Design sprot_driver, sky130hd; sources not shown.
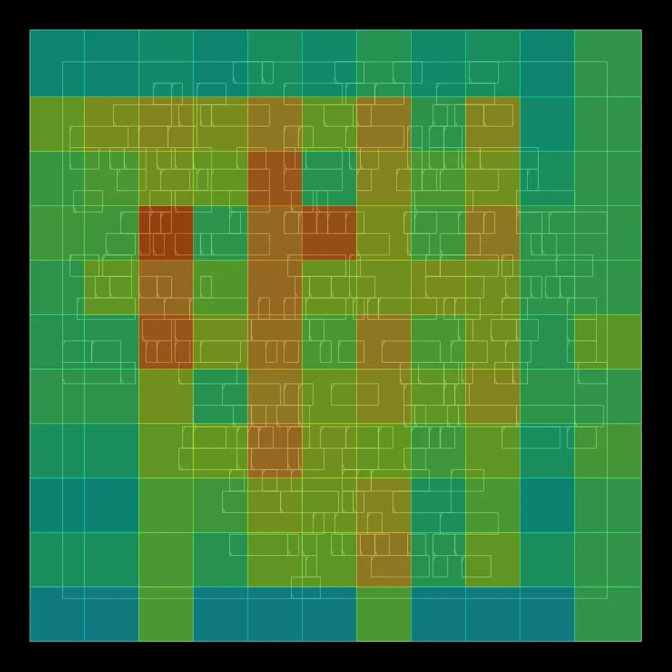
(images/final_congestion.png)
global-route usage over all layers: 0.1221
fin util: 0.4491

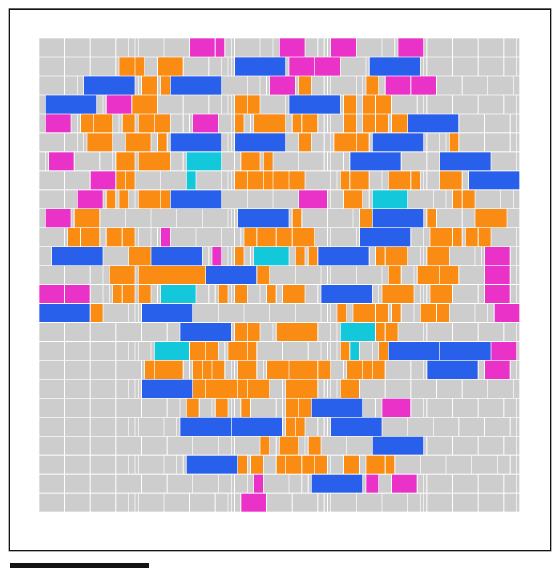
(images/cell_classes.png)
Bar = 20 um. Fill, decap, tap and diode cells in grey.
[orange] all other logic | cells: 150 | share of their area: 45%
[blue] flip-flops | cells: 36 | share of their area: 35%
[cyan] clock drivers and dummy loads | cells: 8 | share of their area: 4.4%
[magenta] other buffers and delay cells | cells: 33 | share of their area: 15%
core area: 0.004692 mm2
final non-filler cell area: 0.002107 mm2
Seq area share: 0.3420
row cnt: 25

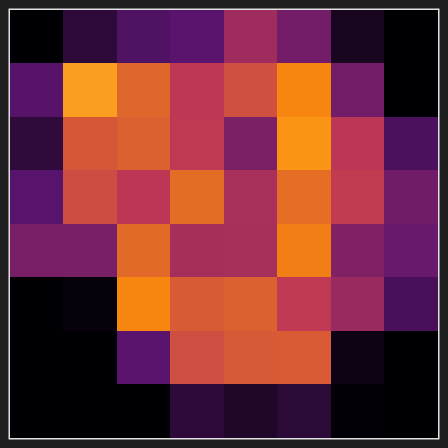
(images/density.png)
8 x 8 tiles, from black (low) to pale yellow (high), 0 to 100% covered.
emptiest ninth of the die: lower left
fullest tile: 79%
densest ninth of the die: centre
fp util: 0.3600

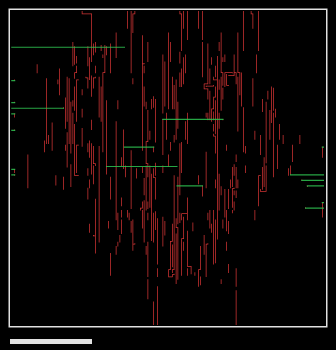
(images/metal_stack.png)
Bar = 20 um. Two of the layers only.
[green] met3 | wire length: 112 um
[red] met2 | wire length: 1580 um
Routed WL per cell: 12.16 um
final WL: 3417 um
vias post-DR: 1409

==> metrics.yaml <==
ioPinCount: 31
postCtsSetupBuffers: 0
drive_gt1_frac: 0.08370
setup_viol: 0
die_area_mm2: 0.006002
top_area_frac: 0.4267
cp-end-kind: "output pin"
fillers: 482
dpl.hpwl_um: 2462
hp-class: "flop to flop"
gp_congestion: 0.7210
worstMarginPinSlew_ns: 0.5599
arrival_ns: 1.69
clk_pin_slew_ns: 0.07
die_y_um: 77.47
synth-edff-count: 0
finalHoldViolCount: 0
relSlewSlack: 0.6267
ys_seq_share: 0.4267
holdBufCountCts: 0
flop_cell: "dfxtp_1"
cts.repair.resized: 0
yosys_area_mm2: 0.001689
max_stage_delay_ns: 0.46
cp_top_family: "buffers and inverters"
diodes: 0
drcViolationCount: 0
synthCells: 193
layout.nets: 238
outcome: "finished clean"
syn_to_final_growth_pct: 24.74
antenna_left: 0
grt_pass1_wl_um: 5934
totalPowerFinal_mw: 1.005
leakagePower_nw: 0.7358
place_inst: 273
fmax_mhz: 420.7
path_class: "flop to output pin"
drv_slew: 0
antenna_found_initial: 0
clock-sinks: 36
ys_cells: 193
dr_wl_met2_um: 1581
viasPerCell: 5.014
top_layer: "met4"
portBuffers: 26
warnings: 28
start_kind: "flop"
period_used_share: 0.6602
final_cells: 281
cp_max_fo: 10
yosysMostFrequentCell: "dfxtp_1"
rsz0062_at_grt: "false"
grt_overflow: 0
==> kinds of logic (layout without fill, tap and decap cells) <==
kind of cell             Yosys count  after routing  share of synthesized area
adder cells (fa/ha/maj)            5              5                    0.03704
multiplexers                       4              4                    0.02444
AND/OR/NAND/NOR                   89             89                     0.2778
XOR/XNOR                           9              9                    0.04666
AND-OR/OR-AND                     38             38                     0.1511
buffers and inverters             12             46                    0.03629
flip-flops                        36             36                     0.4267
==> placed cells by master (no fill, tap or decap), drive strengths merged, types with 2 or more instances in the layout <==
master	instances
mux2i	3
or3	3
o21a	2
dfxtp	36
clkbuf	12
a311oi	2
clkdlybuf4s50	26
inv	4
a21oi	15
buf	3
nor3	10
nand2b	3
o21ai	11
nor3b	2
nor2	23
a21bo	2
xor2	5
nand2	16
nand3	13
xnor2	4
nand3b	5
nand4	5
nor4	2
ha	5
==> final cells by class <==
| type | instances | area, um2 | share of cell area |
|---|---|---|---|
| Tap cell | 54 | 67.56 | 0.03207 |
| Multi-Input combinational cell | 145 | 907.1 | 0.4305 |
| Sequential cell | 36 | 720.7 | 0.3420 |
| Timing Repair Buffer | 26 | 260.3 | 0.1235 |
| Inverter | 5 | 18.77 | 0.008907 |
| Clock buffer | 8 | 90.09 | 0.04276 |
| Buffer | 7 | 42.54 | 0.02019 |
==> power by group <==
part / total (mW) / internal, mW / switching (mW)
registers: 0.458 / 0.434 / 0.0233
clock network: 0.292 / 0.156 / 0.136
logic: 0.255 / 0.121 / 0.133
==> metal layers <==
layer / GRT usage / up-vias
met1: 0.1549 / 634
li1: - / 752
met4: 0.03737 / 0
met2: 0.1926 / 19
met3: 0.04524 / 4
met5: 0 / -
No activity file was given, so power comes from the tool's default toggle rates.
